Run 1, placement by cell class:
Fill, decap, tap and diode cells in gray.
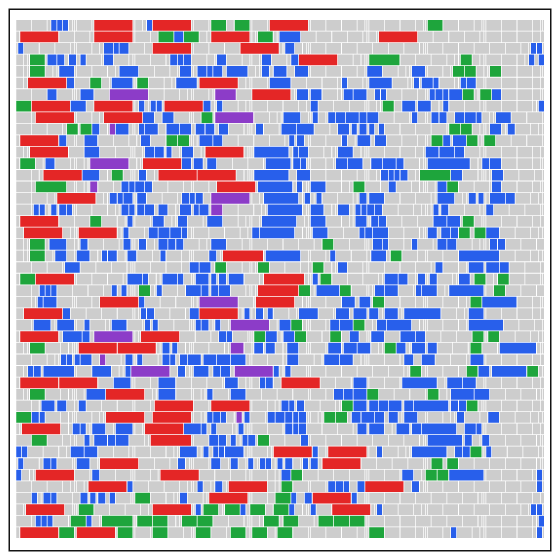
Run 1, supply network:
Bar = 50 um. Pins as bars on the die edge. Tap cells in gray.
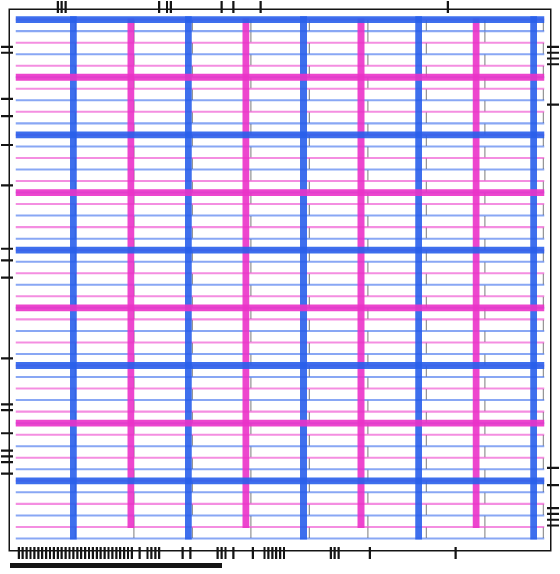
Run 1, wires at chosen ports, followed through buffers:
Bar = 50 um.
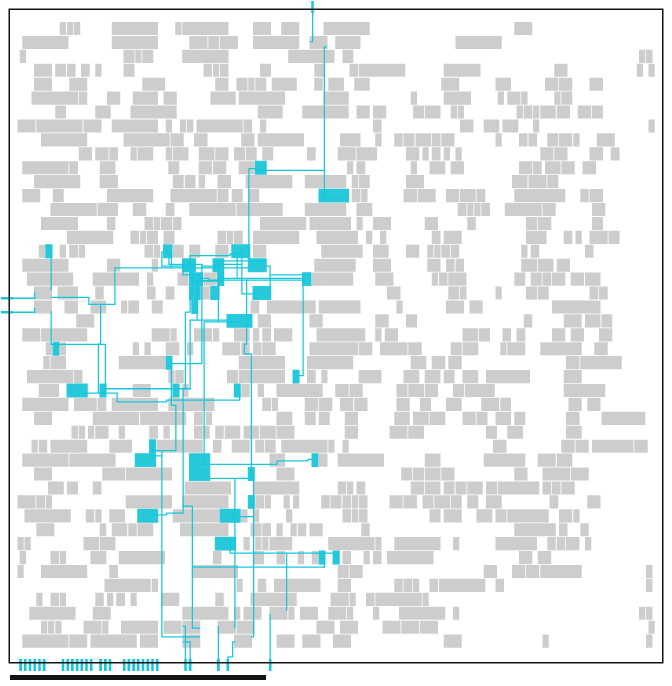
==> config.mk <==
export PLATFORM = sky130hd
export DESIGN_NAME = pic_nchan
export DESIGN_NICKNAME = d
export VERILOG_FILES = /design/src/rtl/pic_nchan.sv
export SDC_FILE = /design/constraint.sdc
export NUM_CORES = 1
export LEC_CHECK = 0
export CAP_MARGIN = 25
export CELL_PAD_IN_SITES_DETAIL_PLACEMENT = 0
export CELL_PAD_IN_SITES_GLOBAL_PLACEMENT = 1
export CORE_UTILIZATION = 36
export DETAILED_ROUTE_END_ITERATION = 8
export PLACE_DENSITY_LB_ADDON = 0.1
export SKIP_CTS_REPAIR_TIMING = 1
export SLEW_MARGIN = 0
export SYNTH_ARGS = -nofsm -noshare
export SYNTH_HDL_FRONTEND = slang
export SYNTH_SLANG_ARGS = --single-unit
==> constraint.sdc <==
create_clock -name CLK -period 4.28 [get_ports CLK]
set_input_delay 0.428 -clock CLK [delete_from_list [all_inputs] [get_ports CLK]]
set_output_delay 0.428 -clock CLK [all_outputs]
set_load 0.03 [all_outputs]
==> src/rtl/pic_nchan.sv <==
// N-channel programmable interrupt controller: edge/level requests, rotating
// priority, fully nested in-service tracking and a two-pulse INTA vector handshake.
module pic_nchan #(
  parameter int unsigned N_IRQ     = 8,
  parameter logic [7:0]  VBASE_RST = 8'h20
) (
  input  logic             CLK,
  input  logic             RESET,
  input  logic             CS,
  input  logic             WR,
  input  logic             RD,
  input  logic [2:0]       ADDR,
  input  logic [31:0]      WDATA,
  output logic [31:0]      RDATA,
  input  logic [N_IRQ-1:0] IR,
  input  logic             INTA,
  output logic             INT,
  output logic [7:0]       VECTOR,
  output logic             VECTOR_VALID
);

  localparam int unsigned      IW   = (N_IRQ > 1) ? $clog2(N_IRQ) : 1;
  localparam logic [IW-1:0]    LAST = IW'(N_IRQ - 1);
  localparam logic [N_IRQ-1:0] ONE  = {{(N_IRQ-1){1'b0}}, 1'b1};

  localparam logic [0:0] ST_IDLE = 1'b0;
  localparam logic [0:0] ST_ACK1 = 1'b1;

  logic [2:0]       ctrl;
  logic [7:0]       vbase;
  logic [N_IRQ-1:0] imr;
  logic [N_IRQ-1:0] isr;
  logic [N_IRQ-1:0] latch;
  logic [N_IRQ-1:0] ir_q;
  logic [IW-1:0]    low_pri;
  logic [0:0]       state;
  logic [IW-1:0]    win_q;
  logic             spur_q;
  logic [31:0]      rdata_q;
  logic             int_q;
  logic [7:0]       vector_q;
  logic             vector_valid_q;

  logic             ltim, aeoi, rot;
  logic             wr_en, rd_en, ctrl_wr, eoi_wr, inta1, inta2;
  logic [N_IRQ-1:0] irr, pend;
  logic             unused_wdata;

  assign ltim    = ctrl[0];
  assign aeoi    = ctrl[1];
  assign rot     = ctrl[2];
  assign wr_en   = CS & WR;
  assign rd_en   = CS & RD;
  assign ctrl_wr = wr_en && (ADDR == 3'd0);
  assign eoi_wr  = wr_en && (ADDR == 3'd3);
  assign inta1   = INTA && (state == ST_IDLE);
  assign inta2   = INTA && (state == ST_ACK1);
  assign irr     = ltim ? ir_q : latch;
  assign pend    = irr & ~imr;
  assign unused_wdata = &{1'b0, WDATA};

  // Channel holding priority position k (0 = highest) for a given lowest-priority channel.
  function automatic logic [IW-1:0] chan_at(input logic [IW-1:0] lp, input int unsigned k);
    int unsigned s;
    s = 32'(lp) + 32'd1 + k;
    if (s >= N_IRQ) s = s - N_IRQ;
    return IW'(s);
  endfunction

  logic [IW-1:0] scan_c;
  logic [IW-1:0] pend_idx, isr_idx;
  logic          pend_any, isr_any, pend_wins;

  // Walk channels in priority order; a request wins only if seen before any in-service bit.
  always_comb begin
    scan_c    = '0;
    pend_idx  = LAST;
    isr_idx   = '0;
    pend_any  = 1'b0;
    isr_any   = 1'b0;
    pend_wins = 1'b0;
    for (int unsigned k = 0; k < N_IRQ; k++) begin
      scan_c = chan_at(low_pri, k);
      if (isr[scan_c] && !isr_any) begin
        isr_any = 1'b1;
        isr_idx = scan_c;
      end
      if (pend[scan_c] && !pend_any) begin
        pend_any  = 1'b1;
        pend_idx  = scan_c;
        pend_wins = !isr_any;
      end
    end
  end

  logic [N_IRQ-1:0] eoi_clr;
  logic             eoi_rot;
  logic [IW-1:0]    eoi_lp;

  always_comb begin
    eoi_clr = '0;
    eoi_rot = 1'b0;
    eoi_lp  = low_pri;
    if (eoi_wr) begin
      if (WDATA[7]) begin
        if ({27'b0, WDATA[4:0]} < N_IRQ) begin
          eoi_clr = ONE << WDATA[4:0];
          eoi_rot = WDATA[6];
          eoi_lp  = IW'(WDATA[4:0]);
        end
      end else if (isr_any) begin
        eoi_clr = ONE << isr_idx;
        eoi_rot = WDATA[6];
        eoi_lp  = isr_idx;
      end
    end
  end

  logic [N_IRQ-1:0] ack_set, aeoi_clr, isr_nxt, latch_nxt;
  logic             aeoi_hit;
  logic [IW-1:0]    lp_nxt;

  // Specific/non-specific EOI and automatic EOI may land together; both clears apply.
  always_comb begin
    aeoi_hit  = inta2 && aeoi && !spur_q;
    aeoi_clr  = aeoi_hit ? (ONE << win_q) : '0;
    ack_set   = (inta1 && pend_any) ? (ONE << pend_idx) : '0;
    isr_nxt   = (isr & ~eoi_clr & ~aeoi_clr) | ack_set;
    latch_nxt = (latch & ~ack_set) | (IR & ~ir_q);
    if (eoi_rot)              lp_nxt = eoi_lp;
    else if (aeoi_hit && rot) lp_nxt = win_q;
    else                      lp_nxt = low_pri;
  end

  logic [31:0] rd_mux;

  always_comb begin
    rd_mux = '0;
    case (ADDR)
      3'd0:    rd_mux[2:0]       = ctrl;
      3'd1:    rd_mux[7:0]       = vbase;
      3'd2:    rd_mux[N_IRQ-1:0] = imr;
      3'd3:    rd_mux[N_IRQ-1:0] = irr;
      3'd4:    rd_mux[N_IRQ-1:0] = isr;
      3'd5:    rd_mux[IW:0]      = {low_pri, state};
      default: rd_mux            = '0;
    endcase
  end

  always_ff @(posedge CLK or posedge RESET) begin
    if (RESET) begin
      ctrl           <= '0;
      vbase          <= VBASE_RST;
      imr            <= '0;
      isr            <= '0;
      latch          <= '0;
      ir_q           <= '0;
      low_pri        <= LAST;
      state          <= ST_IDLE;
      win_q          <= '0;
      spur_q         <= 1'b0;
      rdata_q        <= '0;
      int_q          <= 1'b0;
      vector_q       <= '0;
      vector_valid_q <= 1'b0;
    end else begin
      ir_q           <= IR;
      int_q          <= pend_wins;
      vector_valid_q <= 1'b0;
      if (rd_en) rdata_q <= rd_mux;
      if (wr_en && (ADDR == 3'd1)) vbase <= WDATA[7:0];
      if (ctrl_wr) begin
        ctrl    <= WDATA[2:0];
        isr     <= '0;
        latch   <= '0;
        imr     <= '0;
        low_pri <= LAST;
        state   <= ST_IDLE;
      end else begin
        if (wr_en && (ADDR == 3'd2)) imr <= WDATA[N_IRQ-1:0];
        isr     <= isr_nxt;
        latch   <= latch_nxt;
        low_pri <= lp_nxt;
        if (inta1) begin
          win_q  <= pend_any ? pend_idx : LAST;
          spur_q <= !pend_any;
          state  <= ST_ACK1;
        end else if (inta2) begin
          vector_q       <= vbase + 8'(win_q);
          vector_valid_q <= 1'b1;
          state          <= ST_IDLE;
        end
      end
    end
  end

  assign RDATA        = rdata_q;
  assign INT          = int_q;
  assign VECTOR       = vector_q;
  assign VECTOR_VALID = vector_valid_q;

endmodule

==> flow_summary_export.csv, run 1 <==
group,metric,value,unit
status,run_status,"complete, no violations",
worst_setup_path,critical-path-slowest-cell,"mux4_2",
yosys,synth.top_cells.by_count,"nand2_1, dfrtp_1, nor2_1, o21ai_0, a21oi_1",
yosys,ys_top_logic_family,"AND-OR/OR-AND gates",
cells_and_area,layout-area-overhead-vs-synth,23.5,%
timing,holdWs,429,ps
drt,post_drt_via_cell_ratio,5.74,
worst_setup_path,critical_path.max_stage_delay,610,ps
yosys,area_fraction_in_full_adders_half_adders_and_majority_gates,1.68,%
die,die_height,127,um
die,row_count,45,
die,taps,211,
yosys,postSynth.asyncResetShare,100,%
cells_and_area,final_common_cell,"nand2_1",
drt,detail-route-antenna-nets,0,
run,warnings,51,
worst_setup_path,regToRegStartpoint,"low_pri[0]",
die,dieArea,0.0162,mm^2
yosys,synth.lib_cells_used.distinct,78,
drt,route.layer.met1.wl,8870,um
timing,max_clock_freq,0.244,GHz
run,cap_violations,0,
drt,drc_errors,0,
cells_and_area,antenna-diode-count,0,
global_route,global_route.usage.total,25.3,%
yosys,netlist_top_cells_area,"dfrtp_1, mux4_2, nand2_1",
yosys,synth_top_cell_by_count,"nand2_1",
yosys,mappedNetlistArea,0.00566,mm^2
drt,drt_iter0_drc,450,
drt,detail_route.first_pass.iterations,6,
global_route,gr-usage-met3,2.68,%
Notes on 'placement by cell class' above:
| color | class | cells |
|---|---|---|
| red | flip-flops | 69 |
| blue | all other logic | 536 |
| green | other buffers and delay cells | 112 |
| purple | clock drivers and dummy loads | 16 |

Notes on 'supply network' above:
| color | net |
|---|---|
| magenta | VDD |
| blue | VSS |
rows: 45
signal pins: 91
met5 straps: 9

Notes on 'wires at chosen ports, followed through buffers' above:
| color | port | direction | end cells | wire |
|---|---|---|---|---|
| cyan | WDATA | input | 37 | 882 um |

Run 1, cell placement:
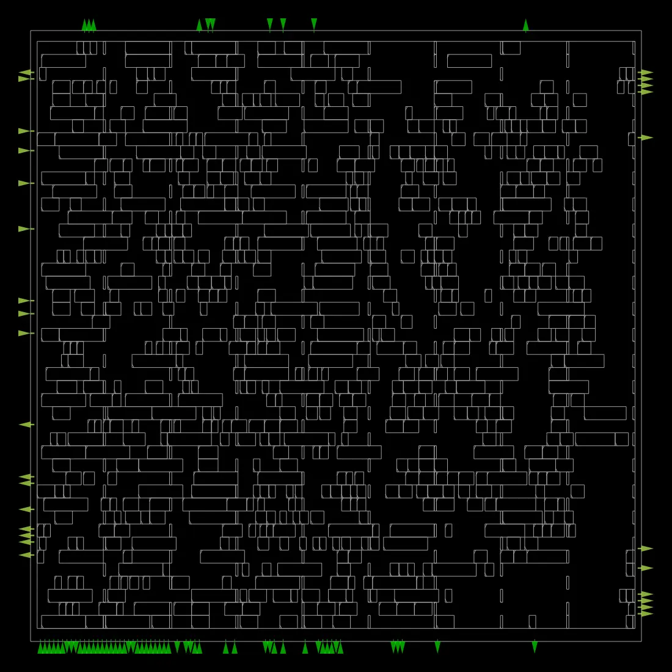

--- run 2 (diff from run 1) ---
- GPL_ROUTABILITY_DRIVEN: not set -> 0
Run 2, cell placement:
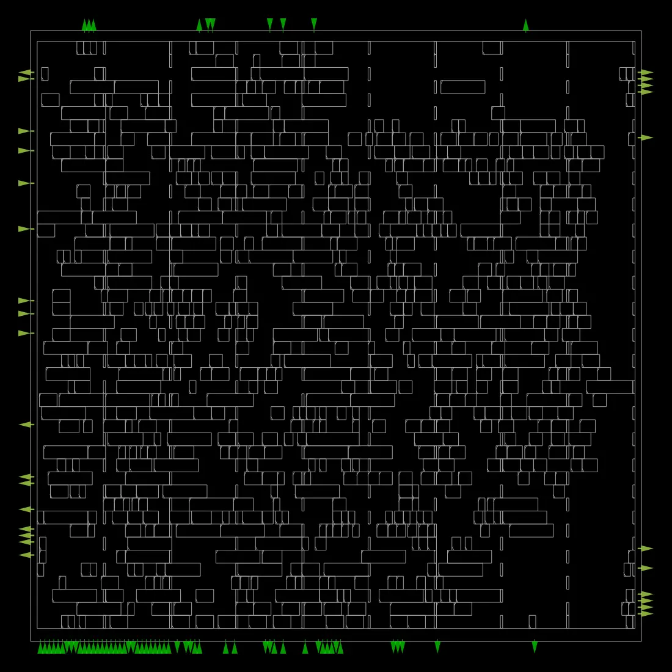
core area: 0.0153 mm^2
number of sequential cells: 69
final std cells w/o fill: 942

==> flow_summary_export.csv, run 2 <==
group,metric,value,unit
status,run_status,"complete, no violations",
die,row_count,45,
yosys,mappedNetlistArea,0.00566,mm^2
drt,drt_iter0_drc,434,
yosys,area_fraction_in_full_adders_half_adders_and_majority_gates,1.68,%
cells_and_area,layout-area-overhead-vs-synth,23.8,%
cells_and_area,antenna-diode-count,0,
yosys,synth_top_cell_by_count,"nand2_1",
cells_and_area,nets,782,
cells_and_area,final-clk-cell-share,4.18,%
timing,max_clock_freq,0.241,GHz
drt,post_drt_via_cell_ratio,5.73,
timing,holdWs,445,ps
yosys,postSynth.asyncResetShare,100,%
drt,detail-route-antenna-nets,0,
yosys,synth.top_cells.by_count,"nand2_1, dfrtp_1, nor2_1, o21ai_0, a21oi_1",
timing,final_max_slew_viol_count,0,
die,die_height,127,um
timing,final_setup_violating_endpoints,0,
yosys,synth.area.mux_share,14.1,%
drt,route.final.wire_length,18700,um
run,warnings,51,
worst_setup_path,critical_path.max_stage_delay,540,ps
global_route,gr-usage-met3,1.97,%
drt,detail_route.first_pass.iterations,5,
global_route,global_route.usage.total,24.4,%
die,dieArea,0.0162,mm^2
die,taps,211,
cells_and_area,finalInstanceArea,0.00701,mm^2
yosys,synth.lib_cells_used.distinct,78,
place,dpl.cell_count,926,
worst_setup_path,regToRegStartpoint,"low_pri[0]",
yosys,netlist_top_cells_area,"dfrtp_1, mux4_2, nand2_1",
drt,route.layer.met1.wl,8560,um
drt,drc_errors,0,
Run 2, placement by cell class:
Fill, decap, tap and diode cells in gray.
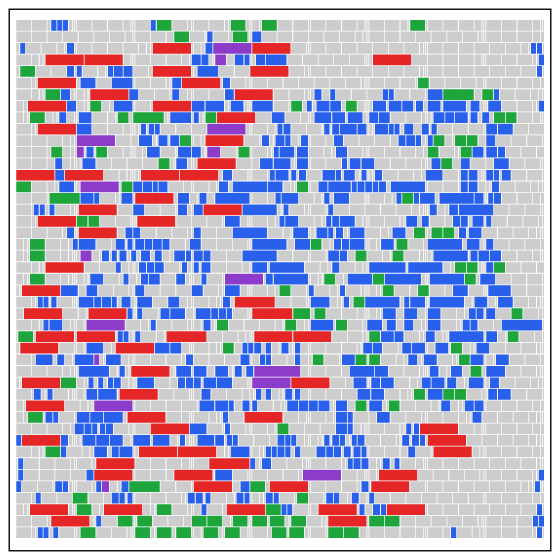
| color | class | cells |
|---|---|---|
| red | flip-flops | 69 |
| purple | clock drivers and dummy loads | 16 |
| blue | all other logic | 536 |
| green | other buffers and delay cells | 110 |

Run 2, wiring heat map:
25 x 25 tiles, from dark blue (low) to red (high), scaled to the fullest tile. Values are wire area over tile area, all layers added.
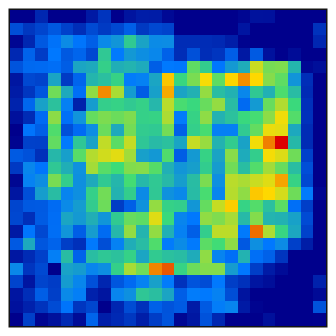

--- run 3 (diff from run 2) ---
- CORE_ASPECT_RATIO: not set -> 0.9
- DONT_BUFFER_PORTS: not set -> 1
Run 3, wiring heat map:
27 x 24 tiles, from dark blue (low) to red (high), scaled to the fullest tile. Values are wire area over tile area, all layers added.
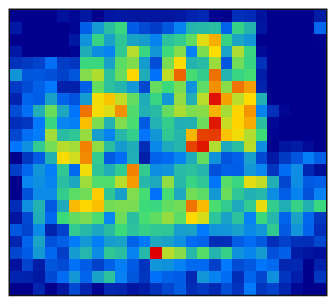
fullest tile: 0.60
nearly empty tiles: 14%
mean over tiles: 0.19
densest ninth of the die: center
tiles over half the peak: 20%

Run 3, supply network:
Bar = 50 um. Pins as bars on the die edge. Tap cells in gray.
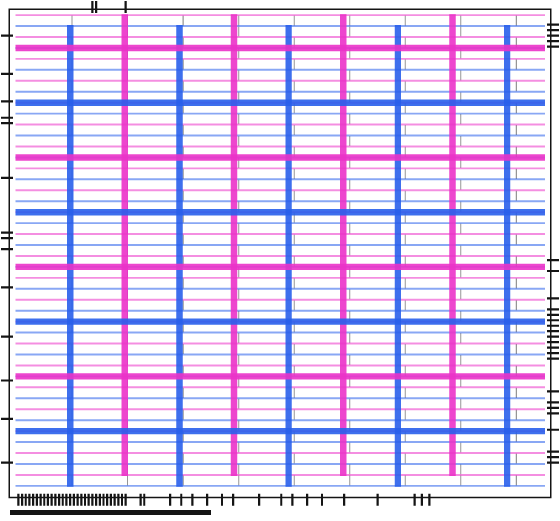
| color | net |
|---|---|
| blue | VSS |
| magenta | VDD |
met1 rails: 44
rows: 43
tap cells: 202
met5 straps: 8
met4 straps: 9

==> flow_summary_export.csv, run 3 <==
group,metric,value,unit
status,run_status,"complete, no violations",
yosys,synth.top_cells.by_count,"nand2_1, dfrtp_1, nor2_1, o21ai_0, a21oi_1",
drt,route.final.wire_length,18800,um
cells_and_area,layout.cells.non_filler,874,
worst_setup_path,critical-path-slowest-cell,"dfstp_2",
worst_setup_path,critical_path.max_stage_delay,540,ps
drt,route.layer.met1.wl,8920,um
drt,detail-route-antenna-nets,0,
global_route,global_route.usage.total,24.2,%
die,dieArea,0.0162,mm^2
yosys,area_fraction_in_full_adders_half_adders_and_majority_gates,1.68,%
cells_and_area,nFlopsAndLatches,69,
timing,final_max_slew_viol_count,0,
global_route,gr-usage-met3,5.64,%
timing,holdWs,64.0,ps
run,cap_violations,0,
yosys,netlist_top_cells_area,"dfrtp_1, mux4_2, nand2_1",
die,row_count,43,
cells_and_area,antenna-diode-count,0,
yosys,mappedNetlistArea,0.00566,mm^2
die,die_height,121,um
drt,drt_iter0_drc,466,
timing,max_clock_freq,0.242,GHz
drt,detail_route.first_pass.iterations,5,
yosys,postSynth.asyncResetShare,100,%
place,dpl.cell_count,857,
